### Wires at chosen ports, followed through buffers, run 1

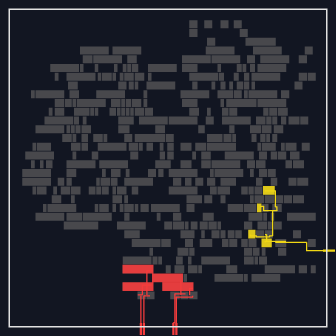
### Sequential cells colored by netlist name, run 1

The bar under the picture is 20 um long.
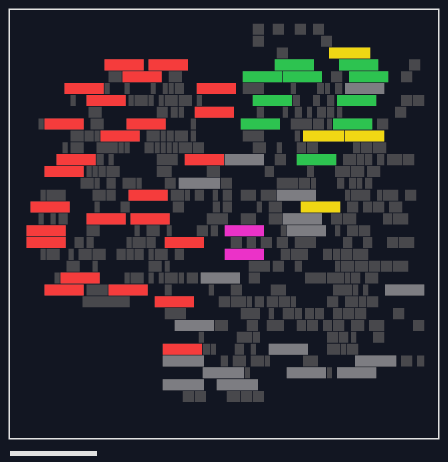
### Clock routing, run 1

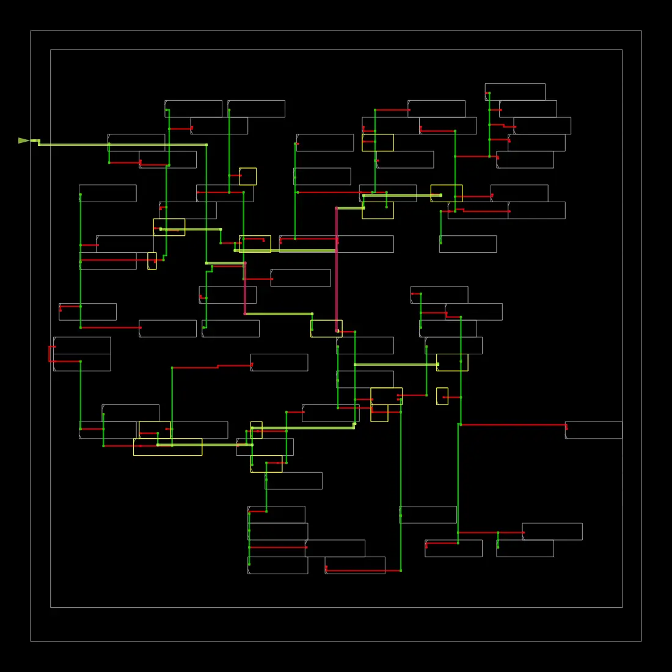
===== src/rtl/game_pkg.sv =====
// Shared encodings for the score tracker FSM and its seven-segment/LED display stage.
package game_pkg;

  localparam logic [1:0] ST_IDLE = 2'd0;
  localparam logic [1:0] ST_PLAY = 2'd1;
  localparam logic [1:0] ST_WIN  = 2'd2;
  localparam logic [1:0] ST_LOSE = 2'd3;

  localparam logic [3:0] MODE_IDLE = 4'h0;
  localparam logic [3:0] MODE_PLAY = 4'h1;
  localparam logic [3:0] MODE_WIN  = 4'hA;
  localparam logic [3:0] MODE_LOSE = 4'hE;
  localparam logic [3:0] BLANK     = 4'hF;

  function automatic logic [3:0] mode_code(input logic [1:0] st);
    logic [3:0] code;
    case (st)
      ST_PLAY: code = MODE_PLAY;
      ST_WIN:  code = MODE_WIN;
      ST_LOSE: code = MODE_LOSE;
      default: code = MODE_IDLE;
    endcase
    return code;
  endfunction

  // A leading zero on the tens digit is shown as a dark segment.
  function automatic logic [3:0] tens_display(input logic [3:0] tens);
    return (tens == 4'd0) ? BLANK : tens;
  endfunction

  function automatic logic is_over(input logic [1:0] st);
    return (st == ST_WIN) || (st == ST_LOSE);
  endfunction

endpackage


===== src/rtl/bcd_counter2.sv =====
// Two-digit BCD score register that saturates at MAX_VALUE; exposes its next value
// so the owner can act in the same cycle the ceiling is reached.
module bcd_counter2 #(
  parameter int MAX_VALUE = 32
) (
  input  logic       clk,
  input  logic       rst_n,
  input  logic       clear_i,
  input  logic       inc_i,
  output logic [3:0] tens_d_o,
  output logic [3:0] ones_d_o,
  output logic       at_max_d_o
);

  localparam logic [3:0] MAX_TENS = 4'(MAX_VALUE / 10);
  localparam logic [3:0] MAX_ONES = 4'(MAX_VALUE % 10);

  logic [3:0] tens_q, tens_d;
  logic [3:0] ones_q, ones_d;
  logic       at_max_q;

  assign at_max_q = (tens_q == MAX_TENS) && (ones_q == MAX_ONES);

  always_comb begin
    tens_d = tens_q;
    ones_d = ones_q;
    if (clear_i) begin
      tens_d = 4'd0;
      ones_d = 4'd0;
    end else if (inc_i && !at_max_q) begin
      if (ones_q == 4'd9) begin
        ones_d = 4'd0;
        tens_d = tens_q + 4'd1;
      end else begin
        ones_d = ones_q + 4'd1;
      end
    end
  end

  always_ff @(posedge clk or negedge rst_n) begin
    if (!rst_n) begin
      tens_q <= 4'd0;
      ones_q <= 4'd0;
    end else begin
      tens_q <= tens_d;
      ones_q <= ones_d;
    end
  end

  assign tens_d_o   = tens_d;
  assign ones_d_o   = ones_d;
  assign at_max_d_o = (tens_d == MAX_TENS) && (ones_d == MAX_ONES);

endmodule


===== src/rtl/score_tracker.sv =====
// Memory-game score/lives tracker: IDLE/PLAY/WIN/LOSE FSM with registered
// seven-segment codes and a lives bar that flashes once the game ends.
module score_tracker
  import game_pkg::*;
#(
  parameter int MAX_SCORE    = 32,
  parameter int LIVES        = 10,
  parameter int FLASH_CYCLES = 25_000_000
) (
  input  logic       clock,
  input  logic       resetn,
  input  logic       start,
  input  logic       match,
  input  logic       miss,
  input  logic       userquit,
  output logic       ingameOn,
  output logic       gameOver,
  output logic [3:0] hex0hldr,
  output logic [3:0] hex4hldr,
  output logic [3:0] hex5hldr,
  output logic [9:0] ledrhldr
);

  localparam int               CNT_W      = (FLASH_CYCLES > 1) ? $clog2(FLASH_CYCLES) : 1;
  localparam logic [CNT_W-1:0] CNT_LAST   = CNT_W'(FLASH_CYCLES - 1);
  localparam logic [3:0]       LIVES_INIT = 4'(LIVES);

  logic [1:0]       state_q, state_d;
  logic [3:0]       lives_q, lives_d;
  logic [CNT_W-1:0] flash_cnt_q, flash_cnt_d;
  logic             flash_on_q, flash_on_d;
  logic             ingame_q, gameover_q;
  logic [3:0]       hex0_q, hex4_q, hex5_q;
  logic [9:0]       ledr_q, ledr_d;
  logic [9:0]       therm;

  logic       score_clr, score_inc, score_hit;
  logic [3:0] tens_d, ones_d;

  assign score_clr = (state_q != ST_PLAY) && start;
  assign score_inc = (state_q == ST_PLAY) && !userquit && match;

  bcd_counter2 #(
    .MAX_VALUE (MAX_SCORE)
  ) u_score (
    .clk        (clock),
    .rst_n      (resetn),
    .clear_i    (score_clr),
    .inc_i      (score_inc),
    .tens_d_o   (tens_d),
    .ones_d_o   (ones_d),
    .at_max_d_o (score_hit)
  );

  // Quit overrides the pulses; otherwise both pulses apply and a win outranks a loss.
  always_comb begin
    state_d = state_q;
    lives_d = lives_q;
    case (state_q)
      ST_PLAY: begin
        if (userquit) begin
          state_d = ST_LOSE;
        end else begin
          if (miss && (lives_q != 4'd0)) lives_d = lives_q - 4'd1;
          if (score_hit)               state_d = ST_WIN;
          else if (lives_d == 4'd0)    state_d = ST_LOSE;
        end
      end
      default: begin
        if (start) begin
          state_d = ST_PLAY;
          lives_d = LIVES_INIT;
        end
      end
    endcase
  end

  // The flash phase restarts lit on every entry into an end state.
  always_comb begin
    flash_cnt_d = '0;
    flash_on_d  = 1'b1;
    if (is_over(state_d) && is_over(state_q)) begin
      if (flash_cnt_q == CNT_LAST) begin
        flash_on_d = ~flash_on_q;
      end else begin
        flash_cnt_d = flash_cnt_q + 1'b1;
        flash_on_d  = flash_on_q;
      end
    end
  end

  for (genvar gi = 0; gi < 10; gi++) begin : g_therm
    assign therm[gi] = (lives_d > 4'(gi));
  end

  always_comb begin
    ledr_d = '0;
    case (state_d)
      ST_PLAY:         ledr_d = therm;
      ST_WIN, ST_LOSE: ledr_d = flash_on_d ? 10'h3FF : 10'h000;
      default:         ledr_d = '0;
    endcase
  end

  always_ff @(posedge clock or negedge resetn) begin
    if (!resetn) begin
      state_q     <= ST_IDLE;
      lives_q     <= LIVES_INIT;
      flash_cnt_q <= '0;
      flash_on_q  <= 1'b1;
      ingame_q    <= 1'b0;
      gameover_q  <= 1'b0;
      hex0_q      <= MODE_IDLE;
      hex4_q      <= 4'd0;
      hex5_q      <= BLANK;
      ledr_q      <= '0;
    end else begin
      state_q     <= state_d;
      lives_q     <= lives_d;
      flash_cnt_q <= flash_cnt_d;
      flash_on_q  <= flash_on_d;
      ingame_q    <= (state_d == ST_PLAY);
      gameover_q  <= is_over(state_d);
      hex0_q      <= mode_code(state_d);
      hex4_q      <= ones_d;
      hex5_q      <= tens_display(tens_d);
      ledr_q      <= ledr_d;
    end
  end

  assign ingameOn = ingame_q;
  assign gameOver = gameover_q;
  assign hex0hldr = hex0_q;
  assign hex4hldr = hex4_q;
  assign hex5hldr = hex5_q;
  assign ledrhldr = ledr_q;

endmodule

===== config.mk =====
export PLATFORM = sky130hd
export DESIGN_NAME = score_tracker
export DESIGN_NICKNAME = d
export VERILOG_FILES = /design/src/rtl/game_pkg.sv /design/src/rtl/bcd_counter2.sv /design/src/rtl/score_tracker.sv
export SDC_FILE = /design/constraint.sdc
export NUM_CORES = 1
export LEC_CHECK = 0
export CAP_MARGIN = 15
export CORE_MARGIN = 3
export CORE_UTILIZATION = 35
export CTS_CLUSTER_DIAMETER = 50
export DETAILED_ROUTE_END_ITERATION = 16
export HOLD_SLACK_MARGIN = 0.12
export PLACE_DENSITY_LB_ADDON = 0.3
export SKIP_LAST_GASP = 1
export SYNTH_ARGS = -nofsm -noshare
export SYNTH_HDL_FRONTEND = slang
export SYNTH_SLANG_ARGS = --single-unit

===== constraint.sdc =====
create_clock -name clock -period 2.9 [get_ports clock]
set_input_delay 0.58 -clock clock [delete_from_list [all_inputs] [get_ports clock]]
set_output_delay 0.58 -clock clock [all_outputs]
set_load 0.1 [all_outputs]

==> README.md, run 1 <==
| Result | This run | Unit |
|:---|:---|:---|
| Status | completed | - |
| Synth top cells by count | 51 x sky130_fd_sc_hd__dfrtp_1, 49 x sky130_fd_sc_hd__nor2_1, 19 x sky130_fd_sc_hd__nand2_1, 17 x sky130_fd_sc_hd__xor2_1 | - |
| Wire length per cell after detailed routing | 14.04 | um |
| Sequential fraction of the synthesis area | 48.99 | % |
| Power in the clock group | 739 | uW |
| Number of inserted filler cells in the final layout | 815 | - |
| Worst R2R Path Depth | 6 | - |
| Summed area of non-filler cells in the final layout | 3603 | sq um |
| Antenna-violating nets left | 0 | - |
| Number of flops mapped to enable cells by yosys | 0 | - |
| Post-Route Hold Slack | 0.3096 | ns |
| Number of standard cells in the final layout excluding fillers | 456 | - |
| Per-instance average area after synthesis | 9.869 | sq um |
| Detailed Place HPWL | 4507 | um |
| Row cnt | 33 | - |
| Clock latency on the worst-skew pair | 0.33 | ns |
| Final worst setup slack | 0.08864 | ns |
| Cell Chain, Critical Path | clkdlybuf4s50_1 -> or4b_4 -> or4_4 -> o211a_1 -> or4_4 -> nand2_1 -> o21ai_0 | - |
| DRT Pass-1 Iters | 4 | - |
| Net Sw Frac | 40.70 | % |
| Number of pins with negative max-slew slack in the final report | 0 | - |
| Worst flop-to-flop path startpoint | state_q[0]$_DFF_PN0_ | - |
| Final setup violation count | 0 | - |
| Startpoint kind of the worst setup timing path | primary input | - |
| Kind of capture point of the worst setup path | flop | - |
| Met2 WL post-DR | 3015 | um |
| Logic gate fraction of the total cell area | 39.62 | % |
| Count of state elements after synthesis | 58 | - |
| Total instance count after detailed placement | 440 | - |
| Routed wire length | 6400 | um |
| Combinational gates | 222 | - |
| Global Route met2 Usage | 21.79 | % |
| Setup slack at placement | -0.2667 | ns |
| Critical Path AT | 3.00 | ns |
| Final min period | 2.811 | ns |
| Switching power summed over all nets | 1051 | uW |
| Sequential cell fraction of total power | 36.8 | % |
| Met3 usage | 4.857 | % |
| Capture point of the worst path | ledrhldr[6]$_DFF_PN0_ | - |
| Overall die height | 98.28 | um |
| Wire length of the first global-routing pass | 11010 | um |
| Commonest flop | sky130_fd_sc_hd__dfrtp_1 | - |
| Path type of the worst setup path | primary input to flop | - |
| Yosys warns | 0 | - |
About 'Wires at chosen ports, followed through buffers':
`hex5hldr` -> red  # bits 4, direction output, end cells 4, buffers 4, wire 71.2 um
`match` -> yellow  # bits 1, direction input, end cells 4, buffers 2, wire 59.5 um
count of buffers from port buffering: 29
top-level port count: 30

About 'Sequential cells colored by netlist name':
`lives_q` -> yellow  # sequential cells 4
`state_q` -> magenta  # sequential cells 2
`ledrhldr` -> green  # sequential cells 10
`flash_cnt_q` -> red  # sequential cells 25
not colored = 17
Util after Layout: 43.64%
sequential group power: 950 uW
Seq/total area: 40.56%
sequential cell area: 1461 sq um

About 'Clock routing':
number of buffers inserted during clock tree synthesis: 9
Clock Skew: 0.01054 ns
Sink Count: 58

### Cells by drive strength, run 1

The bar under the picture is 20 um long.
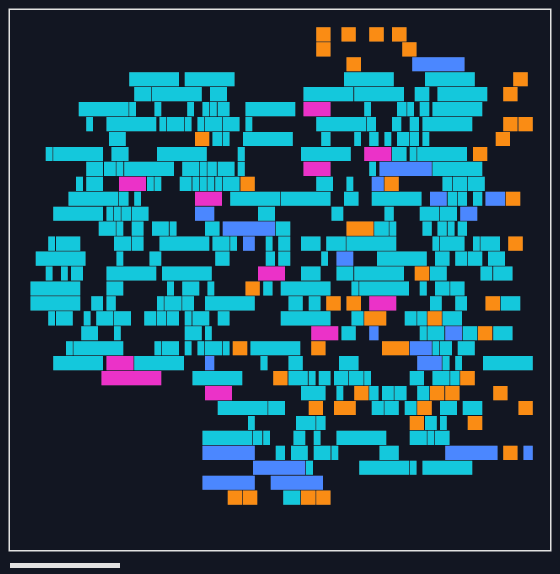

--- run 2 (diff from run 1) ---
CAP_MARGIN = default   (was 15)
CORE_UTILIZATION = 57   (was 35)
### Cells by drive strength, run 2

The bar under the picture is 20 um long.
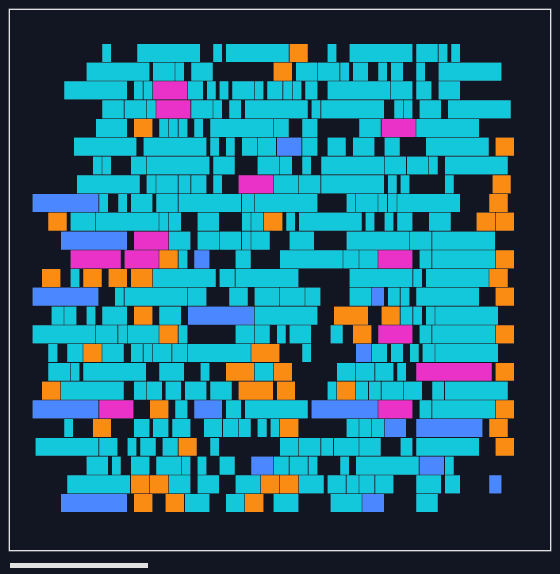
_3 and _4 cells -> orange  # cells 47, share 13%
_6 and larger -> magenta  # cells 12, share 3.4%
_0 and _1 cells -> cyan  # cells 273, share 78%
_2 cells -> blue  # cells 18, share 5.1%

==> run 2 against run 1 <==
Against the previous run: non-clock buffer count down 1; largest power group unchanged; combinational power rose by 1%; via count increased by 1.4%; routed wire length up 0.70%.
==> README.md, run 2 <==
| Result | This run | Unit |
|:---|:---|:---|
| Critical Path AT | 3.05 | ns |
| Sequential cell area | 1461 | sq um |
| Final setup violation count | 0 | - |
| Switching power summed over all nets | 1071 | uW |
| Yosys warns | 0 | - |
| Met3 usage | 5.849 | % |
| Capture point of the worst path | hex0hldr[2]$_DFF_PN0_ | - |
| Startpoint kind of the worst setup timing path | primary input | - |
| Number of pins with negative max-slew slack in the final report | 0 | - |
| Antenna-violating nets left | 0 | - |
| Number of buffers inserted during clock tree synthesis | 9 | - |
| Net Sw Frac | 41.06 | % |
| Count of state elements after synthesis | 58 | - |
| Count of buffers from port buffering | 29 | - |
| Global Route met2 Usage | 36.22 | % |
| Final worst setup slack | 0.1286 | ns |
| DRT Pass-1 Iters | 4 | - |
| Total instance count after detailed placement | 401 | - |
| Wire length per cell after detailed routing | 15.46 | um |
| Commonest flop | sky130_fd_sc_hd__dfrtp_1 | - |
| Number of inserted filler cells in the final layout | 378 | - |
| Post-Route Hold Slack | 0.2916 | ns |
| Kind of capture point of the worst setup path | flop | - |
| Combinational gates | 222 | - |
| Wire length of the first global-routing pass | 10920 | um |
| Row cnt | 25 | - |
| Sink Count | 58 | - |
| Worst R2R Path Depth | 6 | - |
| Path type of the worst setup path | primary input to flop | - |
| Top-level port count | 30 | - |
| Sequential fraction of the synthesis area | 48.99 | % |
| Worst flop-to-flop path startpoint | state_q[0]$_DFF_PN0_ | - |
| Summed area of non-filler cells in the final layout | 3560 | sq um |
| Number of flops mapped to enable cells by yosys | 0 | - |
| Cell Chain, Critical Path | clkdlybuf4s50_1 -> or4b_4 -> or4_4 -> o211a_1 -> or4_4 -> nand2b_4 -> and4_1 | - |
| Overall die height | 78.31 | um |
| Clock Skew | 0.009402 | ns |
| Sequential cell fraction of total power | 36.4 | % |
| Status | completed | - |
| Detailed Place HPWL | 4639 | um |
| Logic gate fraction of the total cell area | 39.86 | % |
| Number of standard cells in the final layout excluding fillers | 417 | - |
| Power in the clock group | 752 | uW |
### Wires at chosen ports, followed through buffers, run 2

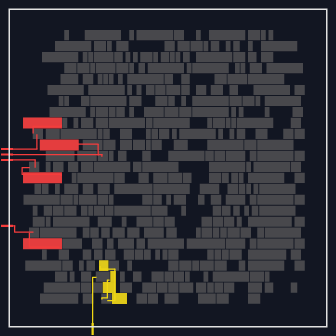
`hex5hldr` -> red  # bits 4, direction output, end cells 4, buffers 4, wire 88.1 um
`match` -> yellow  # bits 1, direction input, end cells 4, buffers 2, wire 33.3 um

Power figures rest on the tool's default switching activity, not on a simulated workload.
